<file path="src/rtl/ram_1port_arb_if.sv">
// ============================================================================
//  Module      : ram_1port_arb_if
//  Description : Bundle of the two client request ports, their read-response
//                paths and the single-port RAM bus served by ram_1port_arb.
//                slave  = arbiter side, master = client/RAM side.
//  Revision    : 1.0  initial release
// ============================================================================
`default_nettype none
`timescale 1ns/1ps

interface ram_1port_arb_if #(
    parameter int ADDR_W = 5,
    parameter int DATA_W = 8
);
    // Client port A / B requests
    logic              req_a;
    logic              req_b;
    logic              we_a;
    logic              we_b;
    logic [ADDR_W-1:0] addr_a;
    logic [ADDR_W-1:0] addr_b;
    logic [DATA_W-1:0] wdata_a;
    logic [DATA_W-1:0] wdata_b;

    // Grants and read responses
    logic              gnt_a;
    logic              gnt_b;
    logic              rvalid_a;
    logic              rvalid_b;
    logic [DATA_W-1:0] rdata_a;
    logic [DATA_W-1:0] rdata_b;

    // RAM side
    logic [ADDR_W-1:0] ram_addr;
    logic [DATA_W-1:0] ram_data;
    logic              ram_wren;
    logic              ram_rden;
    logic [DATA_W-1:0] ram_q;

    modport slave (
        input  req_a, req_b, we_a, we_b, addr_a, addr_b, wdata_a, wdata_b,
        input  ram_q,
        output gnt_a, gnt_b, rvalid_a, rvalid_b, rdata_a, rdata_b,
        output ram_addr, ram_data, ram_wren, ram_rden
    );

    modport master (
        output req_a, req_b, we_a, we_b, addr_a, addr_b, wdata_a, wdata_b,
        output ram_q,
        input  gnt_a, gnt_b, rvalid_a, rvalid_b, rdata_a, rdata_b,
        input  ram_addr, ram_data, ram_wren, ram_rden
    );
endinterface

`default_nettype wire

</file>
<file path="src/rtl/ram_1port_arb.sv">
// ============================================================================
//  Module      : ram_1port_arb
//  Description : Two-requester arbiter for a single-port RAM. Round-robin
//                grant between ports A and B, one registered RAM access per
//                cycle, read data routed back to the issuing port through a
//                tag pipeline of depth RD_LAT+1.
//                Optional macro RAM_ARB_FIXED_PRIO_EN: port A always wins
//                contention (port B may starve).
//                RD_LAT legal values: 1 (unregistered ram_q), 2 (registered).
//  Revision    : 1.0  initial release
// ============================================================================
`default_nettype none
`timescale 1ns/1ps

module ram_1port_arb #(
    parameter int ADDR_W = 5,
    parameter int DATA_W = 8,
    parameter int RD_LAT = 1
) (
    input  wire logic         sys_clk,
    input  wire logic         sys_rst,
    ram_1port_arb_if.slave    bus
);

    // Arbitration and selected-request wires
    logic              w_gnt_a;
    logic              w_gnt_b;
    logic              w_acc;
    logic              w_we;
    logic [ADDR_W-1:0] w_addr;
    logic [DATA_W-1:0] w_wdata;

    // Last granted port: 1 = B, 0 = A
    logic              r_last_b;

    // Registered RAM request
    logic [ADDR_W-1:0] r_ram_addr;
    logic [DATA_W-1:0] r_ram_data;
    logic              r_ram_wren;
    logic              r_ram_rden;

    // Read tag pipeline: valid bit and issuing port (1 = B) per stage
    logic [RD_LAT:0]   r_tag_v;
    logic [RD_LAT:0]   r_tag_p;

    // Registered read responses
    logic              r_rvalid_a;
    logic              r_rvalid_b;
    logic [DATA_W-1:0] r_rdata_a;
    logic [DATA_W-1:0] r_rdata_b;

    // Grant decision: a lone requester wins outright; under contention the
    // winner depends on the configured policy.
    always_comb begin
`ifdef RAM_ARB_FIXED_PRIO_EN
        w_gnt_a = bus.req_a;
        w_gnt_b = bus.req_b & ~bus.req_a;
`else
        w_gnt_a = bus.req_a & (~bus.req_b | r_last_b);
        w_gnt_b = bus.req_b & ~w_gnt_a;
`endif
    end

    // Select the winning request's fields
    always_comb begin
        w_acc   = w_gnt_a | w_gnt_b;
        w_we    = w_gnt_b ? bus.we_b    : bus.we_a;
        w_addr  = w_gnt_b ? bus.addr_b  : bus.addr_a;
        w_wdata = w_gnt_b ? bus.wdata_b : bus.wdata_a;
    end

    // Remember who won the last accepted request; B after reset so A wins first
    always_ff @(posedge sys_clk or posedge sys_rst) begin
        if (sys_rst) begin
            r_last_b <= 1'b1;
        end else if (w_acc) begin
            r_last_b <= w_gnt_b;
        end
    end

    // Launch one RAM access per accepted request; address/data hold when idle
    always_ff @(posedge sys_clk or posedge sys_rst) begin
        if (sys_rst) begin
            r_ram_addr <= '0;
            r_ram_data <= '0;
            r_ram_wren <= 1'b0;
            r_ram_rden <= 1'b0;
        end else begin
            r_ram_wren <= w_acc & w_we;
            r_ram_rden <= w_acc & ~w_we;
            if (w_acc) begin
                r_ram_addr <= w_addr;
                r_ram_data <= w_wdata;
            end
        end
    end

    // Shift read tags in acceptance order so responses can never merge
    always_ff @(posedge sys_clk or posedge sys_rst) begin
        if (sys_rst) begin
            r_tag_v <= '0;
            r_tag_p <= '0;
        end else begin
            r_tag_v <= {r_tag_v[RD_LAT-1:0], w_acc & ~w_we};
            r_tag_p <= {r_tag_p[RD_LAT-1:0], w_gnt_b};
        end
    end

    // Capture ram_q into the tagged port's response register
    always_ff @(posedge sys_clk or posedge sys_rst) begin
        if (sys_rst) begin
            r_rvalid_a <= 1'b0;
            r_rvalid_b <= 1'b0;
            r_rdata_a  <= '0;
            r_rdata_b  <= '0;
        end else begin
            r_rvalid_a <= r_tag_v[RD_LAT] & ~r_tag_p[RD_LAT];
            r_rvalid_b <= r_tag_v[RD_LAT] &  r_tag_p[RD_LAT];
            if (r_tag_v[RD_LAT] & ~r_tag_p[RD_LAT]) begin
                r_rdata_a <= bus.ram_q;
            end
            if (r_tag_v[RD_LAT] & r_tag_p[RD_LAT]) begin
                r_rdata_b <= bus.ram_q;
            end
        end
    end

    assign bus.gnt_a    = w_gnt_a;
    assign bus.gnt_b    = w_gnt_b;
    assign bus.ram_addr = r_ram_addr;
    assign bus.ram_data = r_ram_data;
    assign bus.ram_wren = r_ram_wren;
    assign bus.ram_rden = r_ram_rden;
    assign bus.rvalid_a = r_rvalid_a;
    assign bus.rvalid_b = r_rvalid_b;
    assign bus.rdata_a  = r_rdata_a;
    assign bus.rdata_b  = r_rdata_b;

endmodule

`default_nettype wire

</file>
<file path="src/flat_wrapper.sv">
// flat-port wrapper written by rule: the top's interface ports become plain ports
module ram_1port_arb_flat 
#(
    parameter int ADDR_W = 5,
    parameter int DATA_W = 8,
    parameter int RD_LAT = 1
)
  (sys_clk, sys_rst, bus_req_a, bus_req_b, bus_we_a, bus_we_b, bus_addr_a, bus_addr_b, bus_wdata_a, bus_wdata_b, bus_ram_q, bus_gnt_a, bus_gnt_b, bus_rvalid_a, bus_rvalid_b, bus_rdata_a, bus_rdata_b, bus_ram_addr, bus_ram_data, bus_ram_wren, bus_ram_rden);
  ram_1port_arb_if #(.ADDR_W(ADDR_W), .DATA_W(DATA_W)) bus_i ();
  input  wire logic sys_clk;
  input  wire logic sys_rst;
  input wire logic [$bits(bus_i.req_a)-1:0] bus_req_a;
  input wire logic [$bits(bus_i.req_b)-1:0] bus_req_b;
  input wire logic [$bits(bus_i.we_a)-1:0] bus_we_a;
  input wire logic [$bits(bus_i.we_b)-1:0] bus_we_b;
  input wire logic [$bits(bus_i.addr_a)-1:0] bus_addr_a;
  input wire logic [$bits(bus_i.addr_b)-1:0] bus_addr_b;
  input wire logic [$bits(bus_i.wdata_a)-1:0] bus_wdata_a;
  input wire logic [$bits(bus_i.wdata_b)-1:0] bus_wdata_b;
  input wire logic [$bits(bus_i.ram_q)-1:0] bus_ram_q;
  output wire logic [$bits(bus_i.gnt_a)-1:0] bus_gnt_a;
  output wire logic [$bits(bus_i.gnt_b)-1:0] bus_gnt_b;
  output wire logic [$bits(bus_i.rvalid_a)-1:0] bus_rvalid_a;
  output wire logic [$bits(bus_i.rvalid_b)-1:0] bus_rvalid_b;
  output wire logic [$bits(bus_i.rdata_a)-1:0] bus_rdata_a;
  output wire logic [$bits(bus_i.rdata_b)-1:0] bus_rdata_b;
  output wire logic [$bits(bus_i.ram_addr)-1:0] bus_ram_addr;
  output wire logic [$bits(bus_i.ram_data)-1:0] bus_ram_data;
  output wire logic [$bits(bus_i.ram_wren)-1:0] bus_ram_wren;
  output wire logic [$bits(bus_i.ram_rden)-1:0] bus_ram_rden;
  assign bus_i.req_a = bus_req_a;
  assign bus_i.req_b = bus_req_b;
  assign bus_i.we_a = bus_we_a;
  assign bus_i.we_b = bus_we_b;
  assign bus_i.addr_a = bus_addr_a;
  assign bus_i.addr_b = bus_addr_b;
  assign bus_i.wdata_a = bus_wdata_a;
  assign bus_i.wdata_b = bus_wdata_b;
  assign bus_i.ram_q = bus_ram_q;
  assign bus_gnt_a = bus_i.gnt_a;
  assign bus_gnt_b = bus_i.gnt_b;
  assign bus_rvalid_a = bus_i.rvalid_a;
  assign bus_rvalid_b = bus_i.rvalid_b;
  assign bus_rdata_a = bus_i.rdata_a;
  assign bus_rdata_b = bus_i.rdata_b;
  assign bus_ram_addr = bus_i.ram_addr;
  assign bus_ram_data = bus_i.ram_data;
  assign bus_ram_wren = bus_i.ram_wren;
  assign bus_ram_rden = bus_i.ram_rden;
  ram_1port_arb #(.ADDR_W(ADDR_W), .DATA_W(DATA_W), .RD_LAT(RD_LAT)) u_core (.sys_clk(sys_clk), .sys_rst(sys_rst), .bus(bus_i));
endmodule
</file>
<file path="config.mk">
export PLATFORM = sky130hd
export DESIGN_NAME = ram_1port_arb_flat
export DESIGN_NICKNAME = d
export VERILOG_FILES = /design/src/rtl/ram_1port_arb_if.sv /design/src/rtl/ram_1port_arb.sv /design/src/flat_wrapper.sv
export SDC_FILE = /design/constraint.sdc
export NUM_CORES = 1
export LEC_CHECK = 0
export ABC_AREA = 0
export CORE_UTILIZATION = 25
export DETAILED_ROUTE_END_ITERATION = 8
export PLACE_DENSITY = 0.59
export SLEW_MARGIN = 20
export SYNTH_ARGS = -nofsm -noshare
export SYNTH_HDL_FRONTEND = slang
export SYNTH_SLANG_ARGS = --single-unit
</file>
<file path="constraint.sdc">
create_clock -name sys_clk -period 3.66 [get_ports sys_clk]
set_clock_uncertainty 0.05 [all_clocks]
set_input_delay 1.098 -clock sys_clk [delete_from_list [all_inputs] [get_ports sys_clk]]
set_output_delay 1.098 -clock sys_clk [all_outputs]
set_load 0.01 [all_outputs]
</file>
Cell classes on the final placement:
Fill, decap, tap and diode cells in grey.
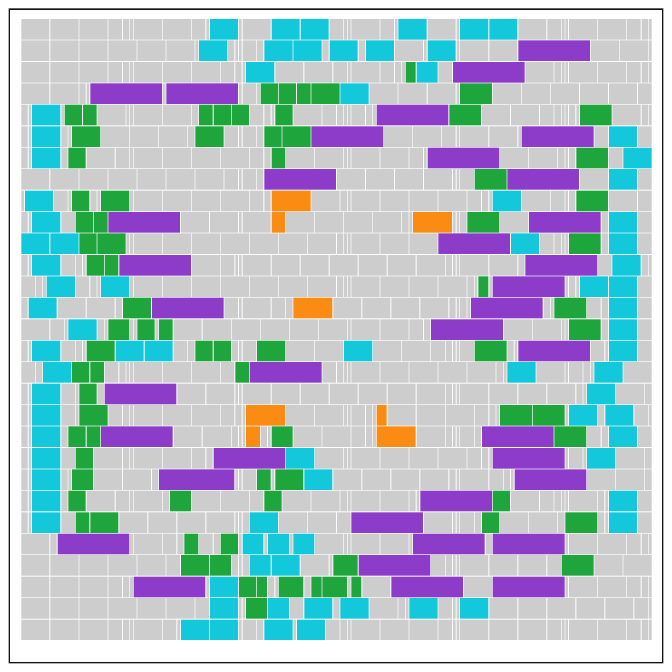
| colour | class | cells |
|---|---|---|
| purple | flip-flops | 37 |
| cyan | other buffers and delay cells | 80 |
| green | all other logic | 81 |
| orange | clock drivers and dummy loads | 8 |

The metal 1 layer:
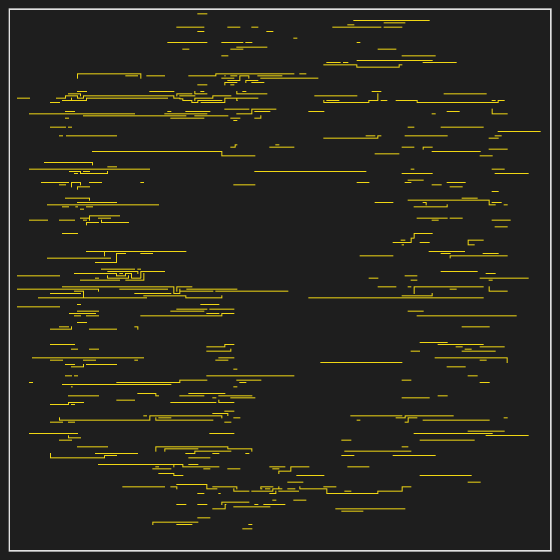
nets with wire on the layer: 197
main direction: horizontal
wire length on this layer: 1590 um
longest straight run: 26.7 um

==> results_dict.tcl <==
# place-and-route summary
set metrics [dict create \
    place_area_um2 2430 \
    seq_cells 37 \
    path_max_fanout 4 \
    synth_adder_area_share 0 \
    comb_area_share 0.240 \
    worst_slew_pin_slew_ns 0.850 \
    synth.area.top_cells "dfrtp_1 (55%), mux2_2 (9.7%), mux2i_1 (8.0%), a31oi_1 (5.0%), and3_1 (3.5%)" \
    edf_count 0 \
    cts_root_buf "clkbuf_8" \
    cp_num_buf_inv 2 \
    final-instance-count-excl-fill 283 \
    p_switching_w 0.000312 \
    ys_sh_mux 0.191 \
    vias 1276 \
    dieArea_um2 6840 \
    drt-total-wl_mm 3.58 \
    row_count 29 \
    top_area_frac 0.553 \
    cp_num_cells 3 \
    gp_congestion 0.677 \
    clk_latency_ns 0.28 \
    hold_depth 0 \
    yosys_cells 127 \
    pwr-share-seq 0.455 \
    leakagePower_nw 1.10 \
    area_delta_synth_final_pct 54.4 \
    timing.slew.headroom 0.432 \
    grt_start_max_net_pins 38 \
    remaining_drc_errors 0 \
    sequentialPower_w 0.000530 \
    top_usage_layer "met2" \
    synth_area_leader_cell "dfrtp_1" \
    flop_cell "dfrtp_1" \
    p_clk_w 0.000270 \
    endpoint "bus_gnt_a" \
    ant_nets 0 \
    hpwl_mm 2.56 \
    async_reset_ff_frac 1.00 \
    p_clk_frac 0.232 \
    coreArea_um2 6310 \
    drtIter0Drc 29 \
    rr_worst_depth 2 \
    power_density_nw_per_um2 463 \
    grt_pass1_wl_mm 5.92 \
    wl_met3_um 316 \
    yosysUniqueCellTypes 21 \
    drv_slew 0 \
    crit_start "bus_req_a" \
    critPathCaptureType "output port" \
    xor_share 0 \
    outcome "completed" \
    buf_share 0.313 \
    mi_logic_area_um2 603 \
    cts-buffers-inserted 5 \
    fin_area_um2 2510 \
    dp_worst_setup_slack_ns 0.118 \
    wl_met1_mm 1.59 \
    antennaDiodeCount 0 \
    simple_gate_area_frac 0.0699 \
    synth.avg_cell_area_um2 12.8 \
    fin_nets 245 \
    route.met2.wl_mm 1.64 \
    hold_violations 0 \
    maxPowerGroup "sequential cells" \
    cts_resized 0 \
    dr.max_layer_used "met4" \
    viasPerCell 4.51 \
    drive_gt1_frac 0.170 \
    holdPathEnd "u_core.r_tag_p[1]$_DFF_PP0_" \
    fillers 642 \
    lay_top_count "clkdlybuf4s50_1" \
    powerComb_w 0.000363 \
    wire_per_inst_um 12.6 \
    port_buffers 74 \
    synth_warnings 0 \
    period_minus_slack_ns 3.53 \
    aoi_share 0.110 \
    top_cell "dfrtp_1" \
    grt_use_met3 0.0418 \
    antenna_found_initial 0 \
    grt_pass1_vias 1248 \
    dr.pass1.iters 4 \
    num_tap_cells 77 \
    nNonClkBuffers 80 \
    whs_ns 0.305 \
    netlist_top_cells_count "dfrtp_1 (36), mux2_2 (14), a31oi_1 (13), mux2i_1 (13)" \
    fmax_mhz 283 \
    area_dominant_class "registers" \
    fp_util 0.258 \
    hp-class "flop to flop" \
    rr_endpoint "u_core.bus.rdata_a[5]$_DFFE_PP0P_" \
    grt_usage 0.115 \
    tool_warnings 26 \
    cp-start-kind "input pin" \
    grt_overflow 0 \
    combPwrFrac 0.312 \
    arrival_ns 2.39 \
    drv_cap 0 \
    clk_path_buf_depth 2 \
    die_w_um 82.7 \
    vdd_drop_max_v 0.000178 \
    p_total_w 0.00116 \
    p_sw_frac 0.269 \
    comb_cells 76 \
    fin_setup_tns_ns 0 \
    mostFrequentLayoutCells "clkdlybuf4s50_1 (74), dfrtp_1 (36), mux2_2 (14), mux2i_1 (13), a31oi_1 (13)" \
    hp-start "u_core.r_tag_p[0]$_DFF_PP0_" \
    dpl.cell_count 275 \
    seq-cell-share 0.369 \
    required_ns 2.51 \
    htree_num_levels 2 \
    top_logic_kind "multiplexers" \
    ys_ff 37 \
    clockNetworkAreaShare 0.0329 \
    worstSetupPathType "input pin to output port" \
    cts_setup_buffers 0 \
    crit_top_cell "clkdlybuf4s50_1" \
]
Met3 routing:
Scale bar: 20 um.
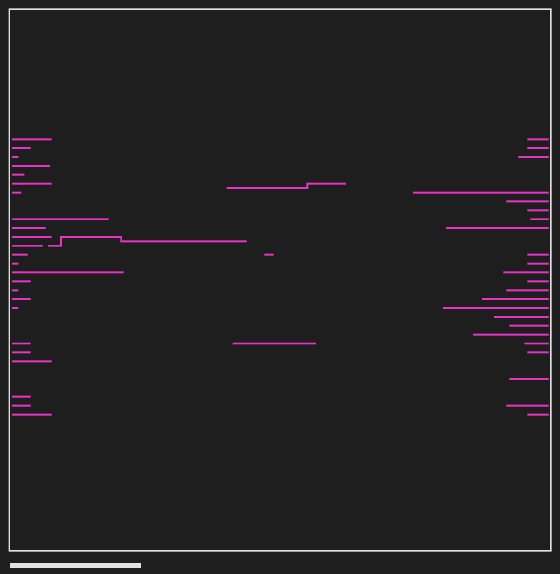
nets with wire on the layer: 48
wire length on this layer: 316 um
longest straight run: 20.5 um
share of all routed wire: 8.8%

Power and IR drop assume default switching activity.
